File: config.mk
export PLATFORM = sky130hd
export DESIGN_NAME = sd_frame_ctrl
export DESIGN_NICKNAME = d
export VERILOG_FILES = /design/src/rtl/sd_frame_ctrl_pkg.sv /design/src/rtl/sd_frame_ctrl_sd.sv /design/src/rtl/sd_frame_ctrl.sv
export SDC_FILE = /design/constraint.sdc
export NUM_CORES = 1
export LEC_CHECK = 0
export ABC_AREA = 0
export CORE_ASPECT_RATIO = 1.4
export CORE_MARGIN = 1
export CORE_UTILIZATION = 35
export DETAILED_ROUTE_END_ITERATION = 10
export PLACE_DENSITY = 0.51
export SLEW_MARGIN = 20
export SYNTH_ARGS = -nofsm -noshare
export SYNTH_HDL_FRONTEND = slang
export SYNTH_SLANG_ARGS = --single-unit
File: constraint.sdc
create_clock -name clk -period 7.7 [get_ports clk]
set_input_delay 0.77 -clock clk [delete_from_list [all_inputs] [get_ports clk]]
set_output_delay 0.77 -clock clk [all_outputs]
set_load 0.03 [all_outputs]
File: src/rtl/sd_frame_ctrl_pkg.sv
// Shared constants for the SD frame front-end: FSM encoding, sample geometry, mode codes
// and the compare helpers used by the sort network.
package sd_frame_ctrl_pkg;

  localparam int unsigned SAMPLE_W  = 4;
  localparam int unsigned FRAME_LEN = 4;

  localparam logic MODE_DIV  = 1'b0;
  localparam logic MODE_DIFF = 1'b1;

  localparam logic [1:0] ST_IDLE    = 2'd0;
  localparam logic [1:0] ST_COLLECT = 2'd1;
  localparam logic [1:0] ST_CALC    = 2'd2;
  localparam logic [1:0] ST_HOLD    = 2'd3;

  function automatic logic [SAMPLE_W-1:0] max_s(input logic [SAMPLE_W-1:0] a,
                                                input logic [SAMPLE_W-1:0] b);
    return (a >= b) ? a : b;
  endfunction

  function automatic logic [SAMPLE_W-1:0] min_s(input logic [SAMPLE_W-1:0] a,
                                                input logic [SAMPLE_W-1:0] b);
    return (a >= b) ? b : a;
  endfunction

endpackage

File: src/rtl/sd_frame_ctrl_sd.sv
// Combinational SD core: sorts four samples descending, then either divides max by min
// or sums the two adjacent gaps.
module sd_frame_ctrl_sd
  import sd_frame_ctrl_pkg::*;
(
  input  logic [FRAME_LEN-1:0][SAMPLE_W-1:0] samples,
  input  logic                               mode,
  output logic [SAMPLE_W-1:0]                n
);

  logic [SAMPLE_W-1:0] hi01, lo01, hi23, lo23, mid_a, mid_b;
  logic [SAMPLE_W-1:0] s0, s1, s2, s3;

  // Five compare-exchanges: a full sorting network for four inputs.
  always_comb begin
    hi01  = max_s(samples[0], samples[1]);
    lo01  = min_s(samples[0], samples[1]);
    hi23  = max_s(samples[2], samples[3]);
    lo23  = min_s(samples[2], samples[3]);
    s0    = max_s(hi01, hi23);
    mid_a = min_s(hi01, hi23);
    mid_b = max_s(lo01, lo23);
    s3    = min_s(lo01, lo23);
    s1    = max_s(mid_a, mid_b);
    s2    = min_s(mid_a, mid_b);
  end

  always_comb begin
    n = '0;
    if (mode == MODE_DIV) begin
      n = (s3 == '0) ? '1 : s0 / s3;
    end else begin
      n = (s0 - s1) + (s2 - s3);
    end
  end

endmodule

File: src/rtl/sd_frame_ctrl.sv
// Frames a serial 4-bit sample stream into 4-sample frames, runs one SD evaluation per
// frame and holds the registered result on a valid/ready output.
module sd_frame_ctrl
  import sd_frame_ctrl_pkg::*;
#(
  parameter int unsigned CNT_W = 8
) (
  input  logic                clk,
  input  logic                rst,
  input  logic                in_valid,
  output logic                in_ready,
  input  logic [SAMPLE_W-1:0] in_data,
  input  logic                in_first,
  input  logic                in_mode,
  output logic                out_valid,
  input  logic                out_ready,
  output logic [SAMPLE_W-1:0] out_n,
  output logic [CNT_W-1:0]    frame_cnt,
  output logic [CNT_W-1:0]    drop_cnt
);

  logic [1:0]                         state_q, state_d;
  logic [1:0]                         idx_q, idx_d;
  logic [FRAME_LEN-1:0][SAMPLE_W-1:0] samp_q, samp_d;
  logic                               mode_q, mode_d;
  logic [SAMPLE_W-1:0]                out_n_q, out_n_d;
  logic [CNT_W-1:0]                   frame_cnt_q, drop_cnt_q;
  logic                               frame_inc, drop_inc, accept;
  logic [SAMPLE_W-1:0]                sd_n;

  sd_frame_ctrl_sd u_sd (
    .samples (samp_q),
    .mode    (mode_q),
    .n       (sd_n)
  );

  // Decoded from registered state only, so in_valid never feeds back into in_ready.
  assign in_ready  = (state_q == ST_IDLE) || (state_q == ST_COLLECT);
  assign out_valid = (state_q == ST_HOLD);
  assign out_n     = out_n_q;
  assign frame_cnt = frame_cnt_q;
  assign drop_cnt  = drop_cnt_q;
  assign accept    = in_valid && in_ready;

  always_comb begin
    state_d   = state_q;
    idx_d     = idx_q;
    samp_d    = samp_q;
    mode_d    = mode_q;
    out_n_d   = out_n_q;
    frame_inc = 1'b0;
    drop_inc  = 1'b0;
    unique case (state_q)
      ST_IDLE: begin
        if (accept) begin
          if (in_first) begin
            samp_d[0] = in_data;
            mode_d    = in_mode;
            idx_d     = 2'd1;
            state_d   = ST_COLLECT;
          end else begin
            drop_inc = 1'b1;
          end
        end
      end
      ST_COLLECT: begin
        if (accept) begin
          if (in_first) begin
            drop_inc  = 1'b1;
            samp_d[0] = in_data;
            mode_d    = in_mode;
            idx_d     = 2'd1;
          end else begin
            samp_d[idx_q] = in_data;
            idx_d         = idx_q + 2'd1;
            if (idx_q == 2'd3) state_d = ST_CALC;
          end
        end
      end
      ST_CALC: begin
        out_n_d = sd_n;
        state_d = ST_HOLD;
      end
      ST_HOLD: begin
        if (out_ready) begin
          frame_inc = 1'b1;
          state_d   = ST_IDLE;
        end
      end
      default: state_d = ST_IDLE;
    endcase
  end

  always_ff @(posedge clk or posedge rst) begin
    if (rst) begin
      state_q     <= ST_IDLE;
      idx_q       <= '0;
      samp_q      <= '0;
      mode_q      <= 1'b0;
      out_n_q     <= '0;
      frame_cnt_q <= '0;
      drop_cnt_q  <= '0;
    end else begin
      state_q <= state_d;
      idx_q   <= idx_d;
      samp_q  <= samp_d;
      mode_q  <= mode_d;
      out_n_q <= out_n_d;
      if (frame_inc && (frame_cnt_q != '1)) frame_cnt_q <= frame_cnt_q + CNT_W'(1);
      if (drop_inc && (drop_cnt_q != '1))   drop_cnt_q  <= drop_cnt_q + CNT_W'(1);
    end
  end

endmodule

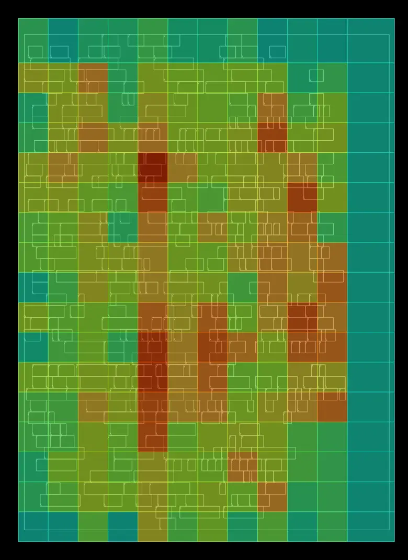
Run 1: congestion heat map
WL per Instance: 15.3 microns
Global Route met2 Usage: 0.308

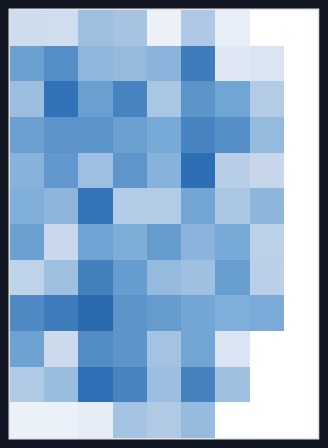
Run 1: placement density heat map
9 x 12 tiles, from white (low) to dark blue (high), 0 to 100% covered.
mean over tiles: 38%
emptiest ninth of the die: lower right
tiles over 75% full: 1.9%
fullest tile: 77%
nearly empty tiles: 16%

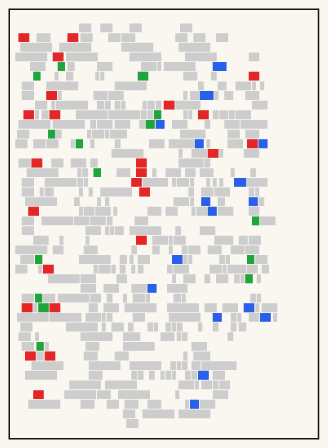
Run 1: gate-type map
| family | colour | cells | most used |
|---|---|---|---|
| XOR/XNOR gates | red | 24 | xnor2_1 |
| AND-OR and OR-AND gates | blue | 16 | a21o_1 |
| AND and OR gates | green | 15 | and3_1 |
Post-Layout Cell Count: 531
Comb area share: 0.561
Top cell excl fill/tap: dfrtp_1

==> reports/metrics.csv, run 1 <==
metric,value,unit
synth-edff-count,0,
grt_pass1_wl,13.7,mm
hpwl,6.36,mm
end_kind,flop,
max_freq,0.140,GHz
grt_pass1_vias,2813,
syn_inst,364,
ys_sh_simple,0.134,
ys.flop_type,dfrtp_1,
fin_nets,452,
finalCritPeriodShare,0.927,
postCtsSetupBuffers,0,
post-route-cell-area,0.00413,sq mm
io_buffers,31,
yosysWarnings,0,
met3_usage,0.0198,
insertion_delay,0.29,ns
met3_length,203,microns
clockRootBuffer,clkbuf_16,
outcome,"finished, final reports clean",
rsz0062_at_grt,false,
maxSlewViolCount,0,
final-setup-viol-count,0,
num_rows,42,
drive_above_1_share,0.133,
==> run 1: layout make-up <==
type | count | area (sq um)
multi-input cells | 280 | 2320
well taps | 132 | 165
clock inverters | 1 | 5.00
repair buffers | 32 | 318
fillers | 963 | 5490
inverters | 38 | 143
flip-flops and latches | 41 | 1030
clock buffers | 7 | 153
==> run 1 -> run 2 <==
--- a/config.mk
+++ b/config.mk
@@ -10,7 +10,7 @@
 export CORE_MARGIN = 1
 export CORE_UTILIZATION = 35
 export DETAILED_ROUTE_END_ITERATION = 10
-export PLACE_DENSITY = 0.51
+export PLACE_DENSITY = 0.65
 export SLEW_MARGIN = 20
 export SYNTH_ARGS = -nofsm -noshare
 export SYNTH_HDL_FRONTEND = slang
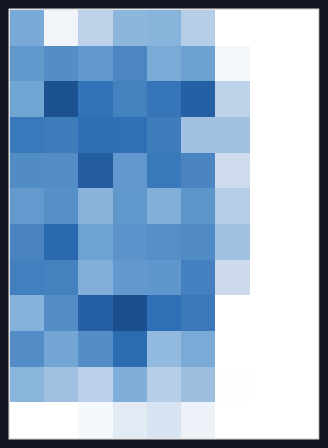
Run 2: placement density heat map
9 x 12 tiles, from white (low) to dark blue (high), 0 to 100% covered.
mean over tiles: 38%
tiles over 75% full: 6.5%
fullest tile: 88%
emptiest ninth of the die: lower right
nearly empty tiles: 29%

==> run 2 against run 1 <==
Global-route usage down 0.68 points. Sequential share of layout area is 0.091 points higher. Final area fell by 0.36%. Cell count stayed put. Clock skew is 0.00059 ns higher. Wire length decreased by 3.7%. Count of clock-buffer cells in the layout fell by 2. First-iteration DRC count fell by 30%. Worst setup slack improved by 0.092 ns. Critical path type unchanged.
==> reports/metrics.csv, run 2 <==
metric,value,unit,change
hpwl,6.24,mm,was 6.36 mm
fin_cells,531,,unchanged
clockRootBuffer,clkbuf_16,,unchanged
nClkBuffers,5,,was 7
end_kind,flop,,unchanged
seq_cells,41,,unchanged
final-setup-viol-count,0,,unchanged
grt_pass1_wl,13.2,mm,was 13.7 mm
buffer_area_frac,0.0773,,was 0.0770
layout_top_cell,dfrtp_1,,unchanged
drive_above_1_share,0.133,,unchanged
insertion_delay,0.28,ns,was 0.29 ns
finalCritPeriodShare,0.915,,was 0.927
num_rows,42,,unchanged
postCtsSetupBuffers,0,,unchanged
outcome,"finished, final reports clean",,unchanged
yosysWarnings,0,,unchanged
nNonClkBuffers,32,,unchanged
run 2: cell counts after synthesis:
No cell type changed its count.
run 2: metal layers:
layer | vias up | GRT usage
li1 | 1367 | -
met1 | 1321 | 0.175
met2 | 56 | 0.308
met3 | 20 | 0.0212
met4 | 0 | 0.0656
met5 | - | 0
run 2: worst max-delay path by stage:
| stage | from | end | slack, ns | cells past startpoint |
|---|---|---|---|---|
| 4_1_cts | samp_q[0] | out_n[3] | 0.63 | 28 |
| 3_3_place_gp | samp_q[0] | out_n[3] | 0.81 | 27 |
| 6_report | samp_q[0] | out_n[3] | 0.66 | 28 |
| 3_5_place_dp | samp_q[0] | out_n[3] | 0.64 | 28 |
| 2_1_floorplan | samp_q[0] | out_n[2] | 1.32 | 28 |
| 5_1_grt | samp_q[0] | out_n[3] | 0.03 | 28 |
